<file path="src/rtl/io_pkg.sv">
// Shared types and constants for the IN/OUT handshake unit.
// Opcode constants are exported for benches and decode tables.
package io_pkg;

  typedef enum logic [2:0] {
    IDLE,
    WAIT_REL,
    WAIT_PRESS,
    DEBOUNCE,
    DONE
  } io_state_t;

  localparam logic [5:0] OP_IN      = 6'b001000;
  localparam logic [5:0] OP_OUT     = 6'b001001;
  localparam logic [1:0] MEM2REG_IO = 2'b01;

endpackage

</file>
<file path="src/rtl/io_btn_debounce.sv">
// Confirm-button synchronizer and saturating press counter.
// The counter only runs while armed by the handshake FSM.
module io_btn_debounce #(
  parameter int DEB_CYCLES = 50000
) (
  input  logic clock,
  input  logic reset,
  input  logic btn_raw,
  input  logic arm,
  output logic btn_s,
  output logic pressed
);

  localparam int CNT_W = $clog2(DEB_CYCLES + 1);
  localparam logic [CNT_W-1:0] CNT_MAX = CNT_W'(DEB_CYCLES);

  logic [1:0]       sync_q;
  logic [1:0]       vld_q;
  logic [CNT_W-1:0] cnt_q;
  logic [CNT_W-1:0] cnt_d;

  always_ff @(posedge clock or posedge reset) begin
    if (reset) begin
      sync_q <= '0;
      vld_q  <= '0;
      cnt_q  <= '0;
    end else begin
      sync_q <= {sync_q[0], btn_raw};
      vld_q  <= {vld_q[0], 1'b1};
      cnt_q  <= cnt_d;
    end
  end

  // Until the synchronizer has refilled after reset, treat the
  // button as held so a still-pressed button needs a real release.
  assign btn_s = sync_q[1] | ~vld_q[1];

  always_comb begin
    cnt_d = '0;
    if (arm && btn_s) begin
      cnt_d = (cnt_q == CNT_MAX) ? cnt_q : cnt_q + 1'b1;
    end
  end

  assign pressed = arm & btn_s & (cnt_q == CNT_MAX);

endmodule

</file>
<file path="src/rtl/io_handshake_unit.sv">
// IN/OUT responder: stalls on IN until a debounced confirm press,
// captures the switches for one commit cycle, latches OUT data.
module io_handshake_unit
  import io_pkg::*;
#(
  parameter int DATA_W     = 32,
  parameter int SW_W       = 16,
  parameter int DISP_W     = 32,
  parameter int DEB_CYCLES = 50000
) (
  input  logic              clock,
  input  logic              reset,
  input  logic              op_io,
  input  logic              halt_req,
  input  logic              reg_write,
  input  logic [SW_W-1:0]   switches,
  input  logic              confirm_btn,
  input  logic [DATA_W-1:0] out_data,
  output logic              stall,
  output logic [DATA_W-1:0] in_data,
  output logic              in_valid,
  output logic [DISP_W-1:0] out_reg,
  output logic              out_valid,
  output logic              busy
);

  if (SW_W > DATA_W || DISP_W > DATA_W || DEB_CYCLES < 1) begin : g_bad
    $error("io_handshake_unit: illegal parameters");
  end

  logic              in_req;
  logic              out_req;
  logic              arm;
  logic              btn_s;
  logic              pressed;
  logic              capture;
  io_state_t         state_q;
  io_state_t         state_d;
  logic [DATA_W-1:0] in_data_q;
  logic [DISP_W-1:0] out_reg_q;
  logic              out_valid_q;

  assign in_req  = op_io & halt_req;
  assign out_req = op_io & ~halt_req & ~reg_write;
  assign arm     = in_req &
                   (state_q == WAIT_PRESS || state_q == DEBOUNCE);

  io_btn_debounce #(
    .DEB_CYCLES(DEB_CYCLES)
  ) u_deb (
    .clock  (clock),
    .reset  (reset),
    .btn_raw(confirm_btn),
    .arm    (arm),
    .btn_s  (btn_s),
    .pressed(pressed)
  );

  always_comb begin
    state_d = state_q;
    capture = 1'b0;
    if (state_q != IDLE && !in_req) begin
      state_d = IDLE;
    end else begin
      unique case (state_q)
        IDLE:       if (in_req) state_d = WAIT_REL;
        WAIT_REL:   if (!btn_s) state_d = WAIT_PRESS;
        WAIT_PRESS: if (btn_s)  state_d = DEBOUNCE;
        DEBOUNCE: begin
          if (!btn_s) begin
            state_d = WAIT_PRESS;
          end else if (pressed) begin
            capture = 1'b1;
            state_d = DONE;
          end
        end
        DONE:       state_d = IDLE;
        default:    state_d = IDLE;
      endcase
    end
  end

  always_ff @(posedge clock or posedge reset) begin
    if (reset) begin
      state_q     <= IDLE;
      in_data_q   <= '0;
      out_reg_q   <= '0;
      out_valid_q <= 1'b0;
    end else begin
      state_q     <= state_d;
      out_valid_q <= out_req;
      if (capture) in_data_q <= DATA_W'(switches);
      if (out_req) out_reg_q <= out_data[DISP_W-1:0];
    end
  end

  assign stall     = in_req & (state_q != DONE);
  assign in_valid  = (state_q == DONE);
  assign busy      = (state_q != IDLE);
  assign in_data   = in_data_q;
  assign out_reg   = out_reg_q;
  assign out_valid = out_valid_q;

endmodule

</file>
<file path="config.mk">
export PLATFORM = sky130hd
export DESIGN_NAME = io_handshake_unit
export DESIGN_NICKNAME = d
export VERILOG_FILES = /design/src/rtl/io_pkg.sv /design/src/rtl/io_btn_debounce.sv /design/src/rtl/io_handshake_unit.sv
export SDC_FILE = /design/constraint.sdc
export NUM_CORES = 1
export LEC_CHECK = 0
export CORE_ASPECT_RATIO = 0.6
export CORE_MARGIN = 10
export CORE_UTILIZATION = 39
export CTS_CLUSTER_DIAMETER = 100
export DETAILED_ROUTE_END_ITERATION = 6
export PLACE_DENSITY = 0.87
export SYNTH_ARGS = -nofsm -noshare
export SYNTH_HDL_FRONTEND = slang
export SYNTH_SLANG_ARGS = --single-unit
</file>
<file path="constraint.sdc">
create_clock -name clock -period 2.4 [get_ports clock]
set_input_delay 0.24 -clock clock [delete_from_list [all_inputs] [get_ports clock]]
set_output_delay 0.24 -clock clock [all_outputs]
set_load 0.02 [all_outputs]
</file>
Figure 1. Placement density heat map.
The die is cut into 14 by 9 equal tiles; white is low, dark blue is high, 0 to 100% covered.
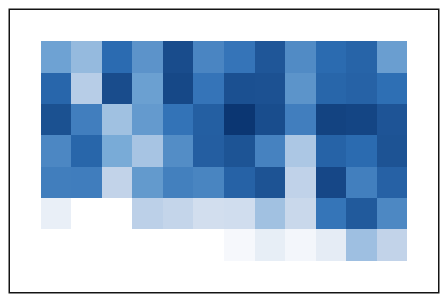
fullest tile: 98%
densest ninth of the die: center
tiles over 75% full: 24%
nearly empty tiles: 40%
final core utilization: 0.593
fp util: 0.399
core area: 7850 sq um

Figure 2. Met2 routing.
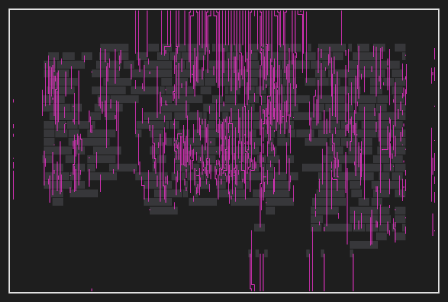
share of all routed wire: 46%
wire length on this layer: 3,770 microns
nets with wire on the layer: 372
longest straight run: 33.6 microns

Figure 3. Metal 1.
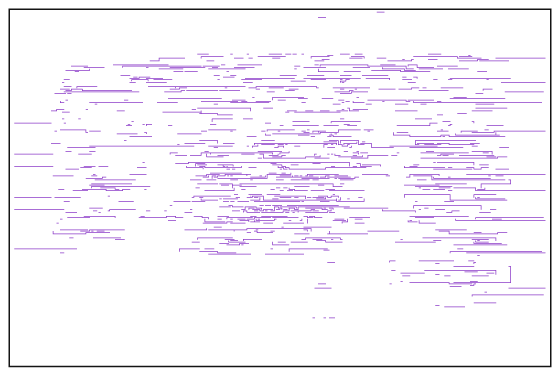
nets with wire on the layer: 358
wire length on this layer: 3,260 microns
main direction: horizontal
Post-Route WL: 8130 microns
via count: 2,209
met1 Usage GRT: 0.156

Figure 4. Cell placement.
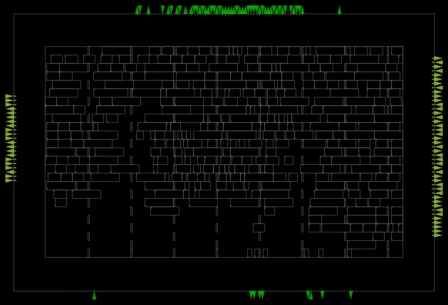
non-filler instance count after layout: 466
Filler cells: 616
Row Count: 25
num tapcells: 108

==> results.sh <==
# physical design summary
export IMPL_simple_gate_share=0.123
export IMPL_period_used=0.973
export IMPL_largest_cell_class="flip-flops and latches"
export IMPL_place_gp_congestion=0.895
export IMPL_clock_path_buffers=2
export IMPL_io_pins=122
export IMPL_seqPwrFrac=0.403
export IMPL_finalSetupViolations=0
export IMPL_synth_area_sq_um=3130
export IMPL_syn_avg_cell_area_sq_um=13.3
export IMPL_portBuffers=105
export IMPL_fin_ws_ns=0.0641
export IMPL_drv_cap=0
export IMPL_syn_instance_count=236
export IMPL_fin_setup_tns_ns=0
export IMPL_n_antenna_cell=0
export IMPL_p_switching_mw=0.854
export IMPL_dr_wl_met3_microns=928
export IMPL_cp_max_fo=8
export IMPL_fin_nets=409
export IMPL_drv_slew=0
export IMPL_overflow=0
export IMPL_yosysWarnings=0
export IMPL_end_kind="flip-flop"
export IMPL_grt_pass1_vias=2357
export IMPL_hp_class="in2async"
export IMPL_dieWidth_microns=136
export IMPL_warning_count=28
export IMPL_viasPerCell=4.74
export IMPL_r2r_start="u_deb.cnt_q[5]"
export IMPL_rrSetupSlack_ns=0.06
export IMPL_power_leakage_nw=1.96
export IMPL_top_cell_area_share=0.575
export IMPL_layout_area_overhead_vs_synth_pct=48.5
export IMPL_drt_first_pass_iters=4
export IMPL_max_freq_mhz=428
export IMPL_top_layer="met4"
export IMPL_wl_met1_microns=3260
export IMPL_status="finished clean"
[critical path, cell delays in order (launching register included)]
cell,delay (ns)
dfrtp_1,0.37
or4bb_1,0.53
or4_4,0.56
nor3_4,0.23
clkbuf_16,0.22
mux2_4,0.30
[Yosys cell counts, types with 3 or more instances]
| cell | count |
|---|---|
| buf_4 | 16 |
| nand3b_1 | 3 |
| mux2_2 | 38 |
| dfrtp_1 | 72 |
| mux2_4 | 10 |
| nor4_1 | 4 |
| nor2_1 | 15 |
| nand3_1 | 6 |
| xnor2_1 | 5 |
| nand4_1 | 7 |
| xor2_1 | 9 |
| inv_1 | 4 |
| nand2_1 | 9 |
| clkbuf_1 | 7 |
[worst max-delay path by stage]
stage	startpoint	to	slack (ns)	depth (start not counted)
2_1_floorplan	u_deb.cnt_q[7]	in_data[0]	-0.02	5
3_3_place_gp	u_deb.cnt_q[5]	in_data[15]	0.09	5
3_5_place_dp	u_deb.cnt_q[5]	in_data[11]	0.05	5
4_1_cts	u_deb.cnt_q[5]	in_data[11]	0.04	5
5_1_grt	u_deb.cnt_q[5]	in_data[3]	-0.0007	5
6_report	u_deb.cnt_q[5]	in_data[0]	0.06	5
[power by group through the flow]
stage	registers (mW)	logic [mW]	clock network, mW
detailed placement	1.40	0.630	0
CTS	1.38	0.636	1.45
finish	1.38	0.626	1.42
global placement	1.39	0.622	0
global route	1.39	0.666	1.51
floorplan	1.52	0.170	0
[metal layers]
metal  vias to the layer above  GRT usage
met3                        15     0.0645
li1                       1026          -
met5                         -          0
met1                      1058      0.156
met4                         0     0.0661
met2                       110      0.203
[metrics by stage]
stage                     utilization  area (sq um)
after global placement          0.549          4310
after detailed placement        0.549          4310
after global routing            0.593          4660
final                           0.593          4660
after floorplan                     -          3190
after CTS                       0.590          4630
